**config.mk**
```make
export PLATFORM = sky130hd
export DESIGN_NAME = conv_stream_tx
export DESIGN_NICKNAME = d
export VERILOG_FILES = /design/src/rtl/conv_stream_tx.sv
export SDC_FILE = /design/constraint.sdc
export NUM_CORES = 1
export LEC_CHECK = 0
export ABC_AREA = 0
export CELL_PAD_IN_SITES_DETAIL_PLACEMENT = 2
export CELL_PAD_IN_SITES_GLOBAL_PLACEMENT = 2
export CORE_UTILIZATION = 27
export CTS_CLUSTER_SIZE = 40
export DETAILED_ROUTE_END_ITERATION = 10
export PLACE_DENSITY_LB_ADDON = 0.1
export SLEW_MARGIN = 20
export SYNTH_ARGS = -nofsm -noshare
export SYNTH_HDL_FRONTEND = slang
export SYNTH_SLANG_ARGS = --single-unit
```
**constraint.sdc**
```tcl
create_clock -name clk -period 1.7 [get_ports clk]
set_input_delay 0.34 -clock clk [delete_from_list [all_inputs] [get_ports clk]]
set_output_delay 0.34 -clock clk [all_outputs]
set_load 0.1 [all_outputs]
```
**src/rtl/conv_stream_tx.sv**
```systemverilog
// Streams one 14x14 IFM frame plus a 3x3 kernel from two synchronous memories into
// the convolution engine's in_valid / In_IFM / In_Weight input burst.
module conv_stream_tx #(
    parameter int DATA_W  = 16,
    parameter int IMG_DIM = 14,
    parameter int K_NUM   = 9
) (
    input  logic              clk,
    input  logic              rst_n,
    input  logic              start,
    output logic              ifm_rd_en,
    output logic [7:0]        ifm_addr,
    input  logic [DATA_W-1:0] ifm_rdata,
    output logic              w_rd_en,
    output logic [3:0]        w_addr,
    input  logic [DATA_W-1:0] w_rdata,
    output logic              in_valid,
    output logic [DATA_W-1:0] In_IFM,
    output logic [DATA_W-1:0] In_Weight,
    output logic              busy,
    output logic              done,
    output logic [7:0]        frame_cnt,
    output logic [1:0]        dbg_state
);

    typedef enum logic [1:0] {IDLE = 2'd0, READ = 2'd1, DRAIN = 2'd2} state_e;

    localparam logic [7:0] LAST_ADDR = 8'(IMG_DIM * IMG_DIM - 1);
    localparam logic [3:0] LAST_W    = 4'(K_NUM - 1);

    state_e            state_q, state_d;
    logic              ifm_rd_en_q, ifm_rd_en_d;
    logic [7:0]        ifm_addr_q, ifm_addr_d;
    logic              w_rd_en_q, w_rd_en_d;
    logic [3:0]        w_addr_q, w_addr_d;
    logic              stage1_q, stage1_d;
    logic              w_stage1_q, w_stage1_d;
    logic              in_valid_q, in_valid_d;
    logic [DATA_W-1:0] in_ifm_q, in_ifm_d;
    logic [DATA_W-1:0] in_weight_q, in_weight_d;
    logic              busy_q, busy_d;
    logic              done_q, done_d;
    logic [7:0]        frame_cnt_q, frame_cnt_d;

    always_ff @(posedge clk or negedge rst_n) begin
        if (!rst_n) begin
            state_q     <= IDLE;
            ifm_rd_en_q <= 1'b0;
            ifm_addr_q  <= '0;
            w_rd_en_q   <= 1'b0;
            w_addr_q    <= '0;
            stage1_q    <= 1'b0;
            w_stage1_q  <= 1'b0;
            in_valid_q  <= 1'b0;
            in_ifm_q    <= '0;
            in_weight_q <= '0;
            busy_q      <= 1'b0;
            done_q      <= 1'b0;
            frame_cnt_q <= '0;
        end else begin
            state_q     <= state_d;
            ifm_rd_en_q <= ifm_rd_en_d;
            ifm_addr_q  <= ifm_addr_d;
            w_rd_en_q   <= w_rd_en_d;
            w_addr_q    <= w_addr_d;
            stage1_q    <= stage1_d;
            w_stage1_q  <= w_stage1_d;
            in_valid_q  <= in_valid_d;
            in_ifm_q    <= in_ifm_d;
            in_weight_q <= in_weight_d;
            busy_q      <= busy_d;
            done_q      <= done_d;
            frame_cnt_q <= frame_cnt_d;
        end
    end

    always_comb begin
        state_d     = state_q;
        ifm_rd_en_d = ifm_rd_en_q;
        ifm_addr_d  = ifm_addr_q;
        w_rd_en_d   = w_rd_en_q;
        w_addr_d    = w_addr_q;
        busy_d      = busy_q;
        done_d      = 1'b0;
        frame_cnt_d = frame_cnt_q;

        // Read enables travel one stage alongside the memory latency; data is forced
        // to zero outside the burst because the engine shifts on every cycle.
        stage1_d    = ifm_rd_en_q;
        w_stage1_d  = w_rd_en_q;
        in_valid_d  = stage1_q;
        in_ifm_d    = stage1_q ? ifm_rdata : '0;
        in_weight_d = w_stage1_q ? w_rdata : '0;

        case (state_q)
            IDLE: begin
                if (start) begin
                    state_d     = READ;
                    ifm_rd_en_d = 1'b1;
                    ifm_addr_d  = '0;
                    w_rd_en_d   = 1'b1;
                    w_addr_d    = '0;
                    busy_d      = 1'b1;
                end
            end
            READ: begin
                ifm_addr_d = ifm_addr_q + 8'd1;
                if (w_addr_q < LAST_W) begin
                    w_addr_d  = w_addr_q + 4'd1;
                    w_rd_en_d = 1'b1;
                end else begin
                    w_rd_en_d = 1'b0;
                end
                if (ifm_addr_q == LAST_ADDR) begin
                    ifm_rd_en_d = 1'b0;
                    ifm_addr_d  = '0;
                    state_d     = DRAIN;
                end
            end
            DRAIN: begin
                // Stage 1 empty means in_valid falls on this edge: the last beat is out.
                if (!stage1_q) begin
                    done_d      = 1'b1;
                    busy_d      = 1'b0;
                    frame_cnt_d = frame_cnt_q + 8'd1;
                    state_d     = IDLE;
                end
            end
            default: state_d = IDLE;
        endcase
    end

    assign ifm_rd_en = ifm_rd_en_q;
    assign ifm_addr  = ifm_addr_q;
    assign w_rd_en   = w_rd_en_q;
    assign w_addr    = w_addr_q;
    assign in_valid  = in_valid_q;
    assign In_IFM    = in_ifm_q;
    assign In_Weight = in_weight_q;
    assign busy      = busy_q;
    assign done      = done_q;
    assign frame_cnt = frame_cnt_q;
    assign dbg_state = state_q;

endmodule

```
Fig. 1: run 1, cell outlines without signal wires
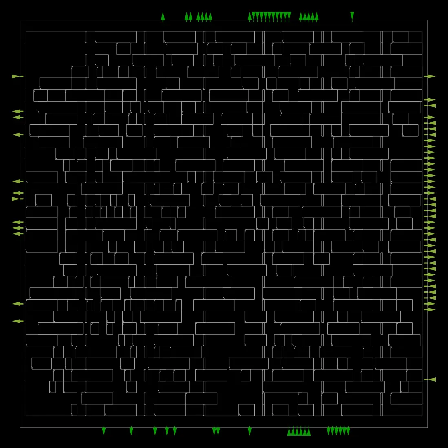
Tap Cells: 105
final cell utilization of the core: 51.7%
Rows: 33
flop share of the area: 36.1%
FILL cells: 793

Fig. 2: run 1, PDN straps and rails
Drawn at 4 px/µm. Pins as bars on the die edge.
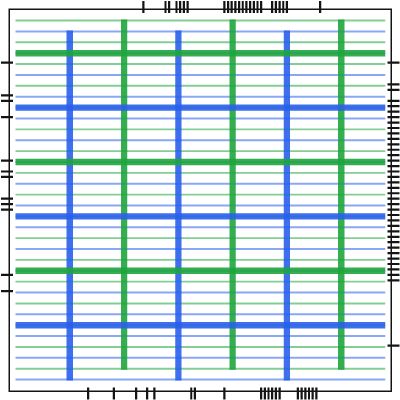
[green] VDD
[blue] VSS
signal pins: 94
rows: 33
met4 straps: 6
met1 rails: 34
met5 straps: 6

Fig. 3: run 1, routed metal per tile
Drawn at 4 px/µm. The die is cut into 19 by 19 equal tiles; dark purple is low, yellow is high, scaled to the fullest tile. Values are wire area over tile area, all layers added.
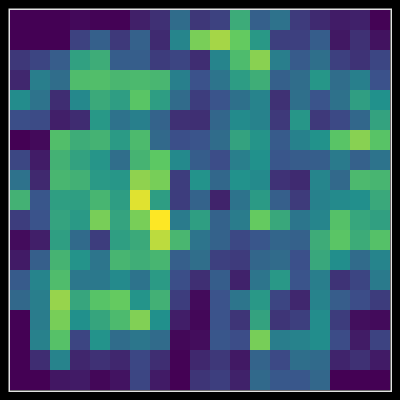
fullest tile: 0.33
mean over tiles: 0.12
tiles over half the peak: 30%

==> run summary, run 1 <==
run results: Fin Hold WS 494 ps, first-pass GRT wire length approximately 11000 µm, drt first pass iters 3, post-synthesis cell count between 150 and 200, FP Util 28.2%, met2 usage about a quarter, Critical Path End Type register, Yosys Instances 181, CP endpoint ifm_addr[5], Area leader share approximately 65%, Gate Area between 700 and 800 µm², vias in the first global route approximately 2000, Clock Skews roughly 8 ps, post-route setup slack slightly below 80 ps, hold_sp ifm_rd_en, CTS buffer count 9, CP max stage delay 480 ps, Flops approximately 60, DP Cell Count around 380, Final Hold Violating Endpoints 0, Final nets between 300 and 400, Mapped Area between 0.002 and 0.0025 mm², r2r startpoint ifm_addr[0], WP buf/inv 0, GR Util All Layers 16.3%, I/O Buffers between 90 and 100, outcome completed, Hold Path Class reg -> reg, GP Congestion 0.719, Top Layout Cells buf_12 (60), dfrtp_1 (49), clkdlybuf4s50_1 (33), and2_1 (29), Routed met3 length roughly 440 µm, grt peak-use layer met2, Tightest Pin Transition just under 400 ps, Slew HR 74.2%
## run 1: cell usage after synthesis, types with 2 or more instances
cell type / count
a31oi_1: 2
xnor2_1: 6
o21ai_0: 8
a21oi_1: 4
a41oi_1: 2
ha_1: 4
xor2_1: 6
and2_1: 29
clkbuf_1: 3
and2_2: 3
nand3_2: 2
nand4_1: 3
nor2_1: 12
dfrtp_1: 61
and3_1: 3
nand2_1: 11
inv_1: 2
==> inputs of run 2 (changes only) <==
--- a/config.mk
+++ b/config.mk
@@ -8,9 +8,10 @@
 export ABC_AREA = 0
 export CELL_PAD_IN_SITES_DETAIL_PLACEMENT = 2
 export CELL_PAD_IN_SITES_GLOBAL_PLACEMENT = 2
-export CORE_UTILIZATION = 27
+export CORE_UTILIZATION = 30
 export CTS_CLUSTER_SIZE = 40
 export DETAILED_ROUTE_END_ITERATION = 10
+export DONT_BUFFER_PORTS = 1
 export PLACE_DENSITY_LB_ADDON = 0.1
 export SLEW_MARGIN = 20
 export SYNTH_ARGS = -nofsm -noshare
==> run summary, run 2 <==
run results: first-pass GRT wire length 9780 µm (-8.3%), Fin Hold WS -308 ps (-802 ps), I/O Buffers 0 (-100%), Final Hold Violating Endpoints 61 (+61), post-route setup slack 85.2 ps (+6.76 ps), DP Cell Count 335 (-13%), Gate Area 782 µm² (+0.64%), met2 usage 27.4% (+0.75 points), Flops 61 (unchanged), failing checks negative hold slack, outcome finished with violations, CP endpoint ifm_addr[0], Tap Cells 99 (-5.7%), leading cell types by count after synthesis dfrtp_1 (61), and2_1 (29), nor2_1 (12), Yosys Instances 181 (unchanged), Clock Skews 7.14 ps (-0.711 ps), Top Layout Cells buf_4 (60), dfrtp_1 (49), and2_1 (29), nor2_1 (12), nand2_1 (11), Tightest Pin Transition 351 ps (-36.3 ps), Mapped Area 0.00234 mm² (unchanged), Critical Path End Type register, FILL cells 768 (-3.2%), GP Congestion 0.781 (+8.7%)
[run 2: cell types whose count changed in the layout (fill, tap and decap cells not counted), sizes merged]
cell | previous run | this run
clkinvlp | 1 | 4
clkdlybuf4s50 | 33 | 0
dlygate4sd3 | 1 | 0
buf | 71 | 62
inv | 2 | 3
clkbuf | 12 | 10
bufinv | 1 | 0
clkinv | 2 | 1
Fig. 4: run 2, cell outlines without signal wires
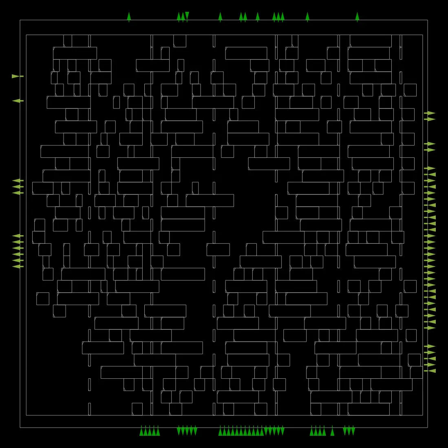
final cell utilization of the core: 42.2%
CORE AREA: 0.00741 mm²

Fig. 5: run 2, a small window of the routed layout
Region (20, 38) to (70, 88) µm. Cells in gray, sequential cells in the stronger gray; small squares are vias.
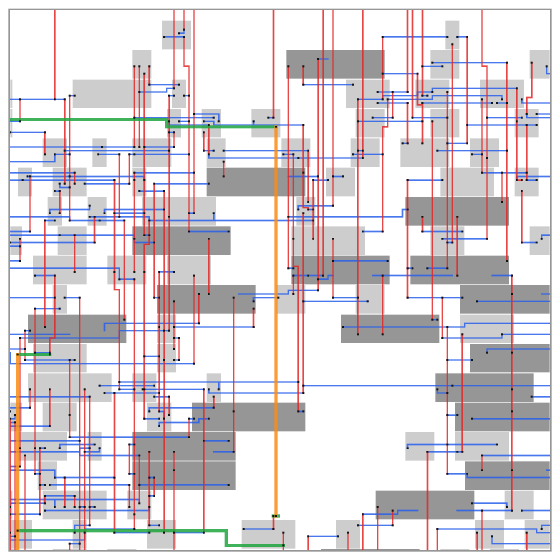
[blue] metal 1
[green] metal 3
[red] metal 2
[orange] metal 4
cells with their middle in the window: 87
most frequent: buf_4 (16), dfrtp_1 (14), nand2_1 (7)
sequential cells in the window: 18
netlist names of flops here include: `frame_cnt` (4), `In_IFM` (3), `dbg_state` (2)

